<file path="config.mk">
export PLATFORM = sky130hd
export DESIGN_NAME = carregador_matriz_4x4
export DESIGN_NICKNAME = d
export VERILOG_FILES = /design/src/rtl/carregador_matriz_4x4.sv
export SDC_FILE = /design/constraint.sdc
export NUM_CORES = 1
export LEC_CHECK = 0
export CORE_ASPECT_RATIO = 0.8
export CORE_MARGIN = 3
export CORE_UTILIZATION = 35
export DETAILED_ROUTE_END_ITERATION = 6
export SYNTH_ARGS = -nofsm -noshare
export SYNTH_HDL_FRONTEND = slang
export SYNTH_SLANG_ARGS = --single-unit
</file>
<file path="constraint.sdc">
create_clock -name clk -period 3.1 [get_ports clk]
set_clock_uncertainty 0.15 [all_clocks]
set_input_delay 0.31 -clock clk [delete_from_list [all_inputs] [get_ports clk]]
set_output_delay 0.31 -clock clk [all_outputs]
set_load 0.02 [all_outputs]
</file>
<file path="src/rtl/carregador_matriz_4x4.sv">
// Collects a row-major stream of 16 signed elements, packs them into the 4x4 matrix bus
// and holds the frame under a valid/ready handshake; malformed frames are dropped.
module carregador_matriz_4x4 #(
  parameter int unsigned ELEM_W = 8,
  parameter int unsigned CNT_W  = 16
) (
  input  logic                   clk,
  input  logic                   rst_n,
  input  logic                   clear,
  input  logic [ELEM_W-1:0]      in_data,
  input  logic                   in_valid,
  input  logic                   in_last,
  output logic                   in_ready,
  output logic [16*ELEM_W-1:0]   matriz_4x4,
  output logic                   mat_valid,
  input  logic                   mat_ready,
  output logic                   frame_err,
  output logic [CNT_W-1:0]       frame_cnt
);

  localparam int unsigned BusW = 16 * ELEM_W;

  typedef enum logic [1:0] {StFill, StHold, StFlush} state_e;

  state_e             state_q, state_d;
  logic [3:0]         elem_cnt_q, elem_cnt_d;
  // The 16th element goes straight from in_data to the bus, so only 15 slots are stored.
  logic [ELEM_W-1:0]  shadow_q [15];
  logic [ELEM_W-1:0]  shadow_d [15];
  logic [BusW-1:0]    mat_q, mat_d;
  logic               mat_valid_q, mat_valid_d;
  logic               frame_err_q, frame_err_d;
  logic [CNT_W-1:0]   frame_cnt_q, frame_cnt_d;
  logic [BusW-1:0]    frame_packed;
  logic               accept;

  assign in_ready = !clear && (state_q != StHold);
  assign accept   = in_valid && in_ready;

  always_comb begin
    frame_packed = '0;
    for (int k = 0; k < 15; k++) begin
      frame_packed[BusW-1-ELEM_W*k -: ELEM_W] = shadow_q[k];
    end
    frame_packed[ELEM_W-1:0] = in_data;
  end

  always_comb begin
    state_d     = state_q;
    elem_cnt_d  = elem_cnt_q;
    shadow_d    = shadow_q;
    mat_d       = mat_q;
    mat_valid_d = mat_valid_q;
    frame_err_d = 1'b0;
    frame_cnt_d = frame_cnt_q;

    if (clear) begin
      elem_cnt_d  = '0;
      mat_valid_d = 1'b0;
      state_d     = StFill;
    end else begin
      unique case (state_q)
        StFill: begin
          if (accept) begin
            if (elem_cnt_q == 4'd15) begin
              elem_cnt_d = '0;
              if (in_last) begin
                mat_d       = frame_packed;
                mat_valid_d = 1'b1;
                state_d     = StHold;
              end else begin
                frame_err_d = 1'b1;
                state_d     = StFlush;
              end
            end else begin
              shadow_d[elem_cnt_q] = in_data;
              if (in_last) begin
                frame_err_d = 1'b1;
                elem_cnt_d  = '0;
              end else begin
                elem_cnt_d = elem_cnt_q + 4'd1;
              end
            end
          end
        end
        StHold: begin
          if (mat_valid_q && mat_ready) begin
            mat_valid_d = 1'b0;
            frame_cnt_d = frame_cnt_q + CNT_W'(1);
            state_d     = StFill;
          end
        end
        StFlush: begin
          if (accept && in_last) begin
            state_d = StFill;
          end
        end
        default: state_d = StFill;
      endcase
    end
  end

  always_ff @(posedge clk or negedge rst_n) begin
    if (!rst_n) begin
      state_q     <= StFill;
      elem_cnt_q  <= '0;
      for (int k = 0; k < 15; k++) begin
        shadow_q[k] <= '0;
      end
      mat_q       <= '0;
      mat_valid_q <= 1'b0;
      frame_err_q <= 1'b0;
      frame_cnt_q <= '0;
    end else begin
      state_q     <= state_d;
      elem_cnt_q  <= elem_cnt_d;
      shadow_q    <= shadow_d;
      mat_q       <= mat_d;
      mat_valid_q <= mat_valid_d;
      frame_err_q <= frame_err_d;
      frame_cnt_q <= frame_cnt_d;
    end
  end

  assign matriz_4x4 = mat_q;
  assign mat_valid  = mat_valid_q;
  assign frame_err  = frame_err_q;
  assign frame_cnt  = frame_cnt_q;

endmodule

</file>
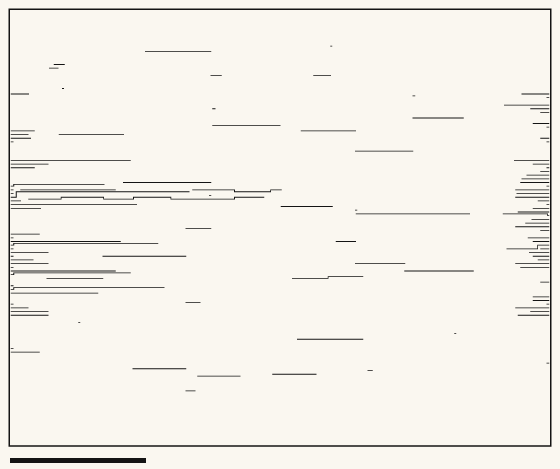
(run_1/layer_met3.png)
Bar = 50 um.
share of all routed wire	6.7%
wire length on this layer	1,570 um
met3 usage: 0.0430
via count: 5,880
total wire length: 23,400 um

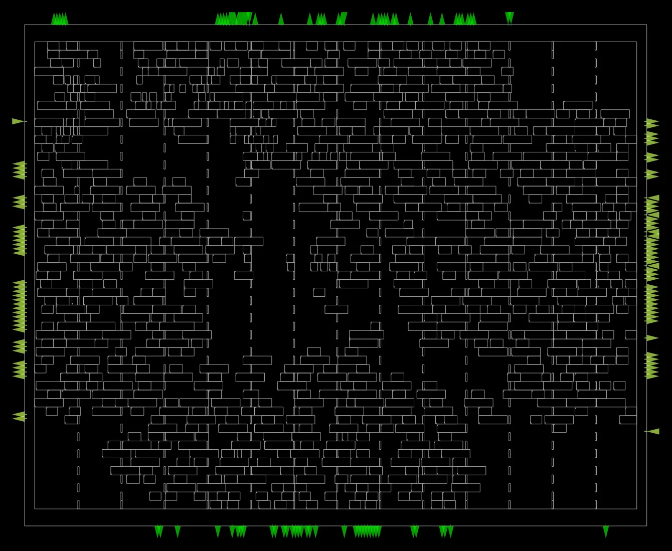
(run_1/placement.png)
Flops: 272
Finished Layout Cells: 1,224
Tap Count: 370
final core occ: 0.471

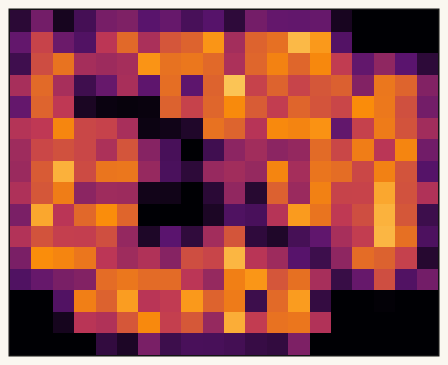
(run_1/cell_density.png)
The die is cut into 20 by 16 equal tiles; black is low, pale yellow is high, 0 to 100% covered.
mean over tiles	41%
emptiest ninth of the die	bottom right
nearly empty tiles	12%
tiles over 75% full	6.2%
fullest tile	87%
Core Footprint: 28,800 um^2
floorplan utilization: 0.362

==> job_summary.md, run 1 <==
### Yosys + OpenROAD results

| Metric | Value |
|---|---|
| Yosys top cell by area | dfrtp_1 |
| Pin count of the biggest net entering global routing | 83 |
| Main logic family after synthesis | multiplexers |
| Late-Pin Clk Latency | 0.54 ns |
| RSZ-0062 raised after global routing | no |
| Max-cap viol count | 0 |
| GR Layer Usage met1 | 0.209 |
| Syn-to-layout area delta | 30.0% |
| # DRC | 0 |
| First-pass GRT wire length | 37,100 um |
| YS warnings | 0 |
| Biggest cell delay along the critical path | 0.44 ns |
| Crit path kind | reg2reg |
| Cells after synthesis | 657 |
| Achievable clock frequency | 386 MHz |
| Post-DR wirelength/cell | 19.1 um |
| Synth cell types | 32 |
| Worst slew pin tran | 1.01 ns |
| Top cells excl fill/tap | 272 x dfrtp_1, 242 x mux2_2, 159 x clkdlybuf4s50_1 |
| Power Combinational | 0.000226 W |
| Number of global-route vias before repair | 6,293 |
| Outcome | finished, final reports clean |
| XORs/XNORs by Area | 0.0134 |
| Hold crit path type | in2async |
| Synthesized Nets | 676 |
| Main power group | registers |
| Simple-Gate Area Share | 0.0425 |
| Buffer-and-inverter tally for the worst setup path | 1 |
| Required time worst endpoint | 3.37 ns |
| Hold_buf cts | 1 |
| AO/OA Area Share | 0.00479 |
| Num rows | 55 |
| Mapped Area | 10,400 um^2 |
| Top Layer Used | met4 |
| Routed wl met2 | 10,300 um |
| Antenna viol nets, final | 0 |
| Avg Cell Area, Syn | 15.9 um^2 |
| Power Density | 552 nW/um^2 |
| Final HPWL DP | 15,100 um |
| DR WL met3 | 1570 um |
| Post-synth ARST share | 1.00 |
| Max-slew headroom | 0.327 |
| Die y size | 161 um |
| Switching part of the total | 0.209 |
| # port buffers | 160 |
| Fin crit share | 0.836 |
| Area post-placement | 12,600 um^2 |
| Post-synth seq share | 0.651 |
| Share of cells above drive strength 1 | 0.378 |
| Hold WS | 0.173 ns |
| Most numerous logic cell after layout | dfrtp_1 |
| Min Clock Period, post-route | 2.59 ns |
| Largest fanout on the critical path | 52 |
| Final net count | 852 |
| Cell-internal power | 0.00593 W |
| CTS Root Cell | clkbuf_16 |
| Die width | 199 um |
| Crit-path cells | ha_1 > and3_1 > nand3_4 > buf_12 > mux2_2 |
| Critical Path Start Type | register |
| PostCTS Resize Cnt | 0 |
| Max Root-Sink Buffers | 3 |
| Crit end category | register |
| Flops after synth | 272 |
| Antenna cell count | 0 |
| CTS tree | yes |
| Number of DRC markers after the initial detailed-route iteration | 265 |
| Clock Sink Count | 272 |
| Comb power frac | 0.030 |
| Final setup viols | 0 |
| Worst EP arrival | 2.86 ns |
| CTS clk-pin slew, worst paths | 0.06 ns |
| Drt first pass iters | 4 |
| Fin. max-slew vios | 0 |
| P_seq | 0.00364 W |
| Max reg flops | 128 |
| FA/HA/MAJ Cells, Area Fraction | 0.00599 |
| Met2 usage | 0.228 |
| M1 WL | 11,100 um |
| Most frequent cells after synthesis | 272 x dfrtp_1, 242 x mux2_2, 16 x nand2_1, 14 x buf_2, 12 x clkbuf_1 |
| Final worst slack | 0.507 ns |
| Vias per cell | 4.80 |
| Antenna violations before repair | 1 |
| Lkg Pwr | 6.64 nW |
| Pre-CTS setup slack | 0.303 ns |
| Post-route cell area | 13,600 um^2 |
## run 1: path summary, 6_finish.rpt
check                              start  slack, ns               end  depth (start not counted)
max                        elem_cnt_q[0]       0.51     matriz_4x4[3]                          5
min                                rst_n       0.17  frame_packed[43]                          2
max reg2reg                elem_cnt_q[0]       0.51     matriz_4x4[3]                          5
min reg2reg                frame_cnt[15]       0.33     frame_cnt[15]                          1
max in group asynchronous          rst_n       1.74    matriz_4x4[10]                          3
min in group clk                in_valid       0.26        state_q[1]                          2
## run 1: final cells by class
type                       count  area (um^2)
clock inverter                14          215
fill                        2541        15300
sequential                   272         6810
clock buffer                  37          805
inverter                       3         11.3
tap                          370          463
multi-input combinational    352         3500
timing repair buffer         176         1780
==> run 1 -> run 2 <==
==> constraint.sdc (replaced) <==
create_clock -name clk -period 2.27 [get_ports clk]
set_clock_uncertainty 0.15 [all_clocks]
set_input_delay 0.227 -clock clk [delete_from_list [all_inputs] [get_ports clk]]
set_output_delay 0.227 -clock clk [all_outputs]
set_load 0.02 [all_outputs]
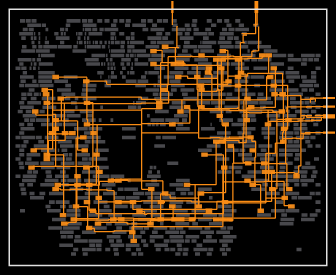
(run_2/io_fan.png)
color	port	bits	direction	end cells	wire
orange	in_data	8	input	128	4,160 um
Top Ports: 161
# port buffers: 160

==> run 2 against run 1 <==
  * Worst hold slack worse by 0.11 ns
  * Setup slack worse by 0.46 ns
  * Via count is 1.9% higher
  * Register-to-register slack worse by 0.46 ns
  * Synthesized cell count stayed put
  * Die size stayed put
  * Combinational power is 48% higher
  * Largest cell class unchanged
  * Global-route usage is 0.41 points higher
  * Sequential power is 37% higher
  * Highest routed layer unchanged
  * Maximum frequency is 16% higher
  * Sequential share of layout area is 1.1 points lower
==> job_summary.md, run 2 <==
### Yosys + OpenROAD results

| Metric | Value |
|---|---|
| Min Clock Period, post-route | 2.23 ns |
| Core Footprint | 28,800 um^2 |
| Required time worst endpoint | 2.53 ns |
| Non-clock buffer share | 0.153 |
| M1 WL | 12,000 um |
| Power Combinational | 0.000335 W |
| Worst Reg-to-Reg Cells | 5 |
| Levels on crit path | 5 |
| Most numerous logic cell after layout | dfrtp_1 |
| Routed wl met2 | 10,500 um |
| Clock buf/inv share | 0.0690 |
| Antenna cell count | 2 |
| Final setup viols | 0 |
| YS warnings | 0 |
| Crit end category | register |
| Via count | 5,989 |
| Post-synth seq share | 0.651 |
| Top Layer Used | met4 |
| Die width | 199 um |
| Cell-internal power | 0.00804 W |
| Pin count of the biggest net entering global routing | 64 |
| Tool warnings | 30 |
| Final net count | 881 |
| Flops | 272 |
| Switching part of the total | 0.203 |
| Mapped Area | 10,400 um^2 |
| Post-synth ARST share | 1.00 |
| Fin crit share | 0.981 |
| Number of DRC markers after the initial detailed-route iteration | 237 |
| Post-DR wirelength/cell | 19.1 um |
| Dominant kind of cell by area | flip-flops and latches |
| Hold crit path type | in2async |
| Max-slew headroom | 0.703 |
| Max Root-Sink Buffers | 3 |
| Flops after synth | 272 |
| Crit path kind | reg2reg |
| Flop share of the area | 0.491 |
| # clk buffers | 40 |
| RSZ-0062 raised after global routing | yes |
| Buffer-and-inverter tally for the worst setup path | 1 |
| Outcome | finished, final reports clean |
| TNS Setup | 0 ns |
| Drt first pass iters | 4 |
| Crit-path cells | or4b_4 > buf_4 > nor3_4 > nand2_2 > mux2_1 |
| Hold_buf cts | 1 |
| Floorplan utilization | 0.362 |
| Power Density | 727 nW/um^2 |
| GR Layer Usage met1 | 0.227 |
| Total wire length | 23,900 um |
| Avg Cell Area, Syn | 15.9 um^2 |
| Flop2flop setup slack | 0.04 ns |
| Syn-to-layout area delta | 32.8% |
| Main power group | registers |
| P_seq | 0.00497 W |
| End point of the critical path | frame_packed[31] |
| Plain + repair buffers | 205 |
| CTS Root Cell | clkbuf_16 |
| Cells after synthesis | 657 |
| Worst r2r src | state_q[0] |
| Post-synth EDFFs | 0 |
| Achievable clock frequency | 449 MHz |
| Critical Path Start Type | register |
| Yosys cell count | 657 |
| Num rows | 55 |
| Final HPWL DP | 15,600 um |
| Met3 usage | 0.0298 |
| First-pass GRT wire length | 37,900 um |
| Met2 usage | 0.231 |
| Late-Pin Clk Latency | 0.52 ns |
| Largest fanout on the critical path | 8 |
| Comb power frac | 0.033 |
| Critical Path Start | state_q[0] |
| CTS clk-pin slew, worst paths | 0.06 ns |
| Antenna violations before repair | 0 |
| Hold WS | 0.0634 ns |
| Multi-input comb cells | 352 |
| Max-cap viol count | 0 |
| Multi-input gate share of total cell area | 0.253 |
| Seq. cell area | 6810 um^2 |
| # DRC | 0 |
| Worst EP arrival | 2.48 ns |
| Top cells excl fill/tap | 272 x dfrtp_1, 242 x mux2_2, 158 x clkdlybuf4s50_1 |
| Logic inverters | 3 |
| Yosys top cell by area | dfrtp_1 |
| Reg-to-Reg End | frame_packed[31] |
| Die y size | 161 um |
| Synthesized Nets | 676 |
| Share of cells above drive strength 1 | 0.390 |
| Number of global-route vias before repair | 6,338 |
| Fin. max-slew vios | 0 |
| Lkg Pwr | 6.82 nW |
| CTS tree | yes |
| Most frequent cells after synthesis | 272 x dfrtp_1, 242 x mux2_2, 16 x nand2_1, 14 x buf_2, 12 x clkbuf_1 |
| PostCTS Resize Cnt | 1 |
| Worst slew pin tran | 0.446 ns |
==> run 2: cell counts after synthesis <==
Identical to the previous run, type by type.
==> run 2: kinds of logic after synthesis <==
logic type,share of synthesized area
AND-OR/OR-AND,0.00479
adder cells (fa/ha/maj),0.00599
flip-flops,0.651
buffers and inverters,0.0145
multiplexers,0.267
AND/OR/NAND/NOR,0.0425
XOR/XNOR,0.0134
==> run 2: per-stage QoR <==
step | setup slack [ns] | utilization | std cells | instance area [um^2]
final | 0.0436 | 0.481 | 1251 | 13900
after detailed placement | -0.278 | 0.447 | 1201 | 12900
after global routing | -0.0423 | 0.481 | 1249 | 13900
after CTS | 0.0183 | 0.481 | 1249 | 13900
after global placement | -0.252 | 0.447 | 1201 | 12900
after floorplan | 0.0467 | - | 657 | 10400
Power and IR drop assume default switching activity.
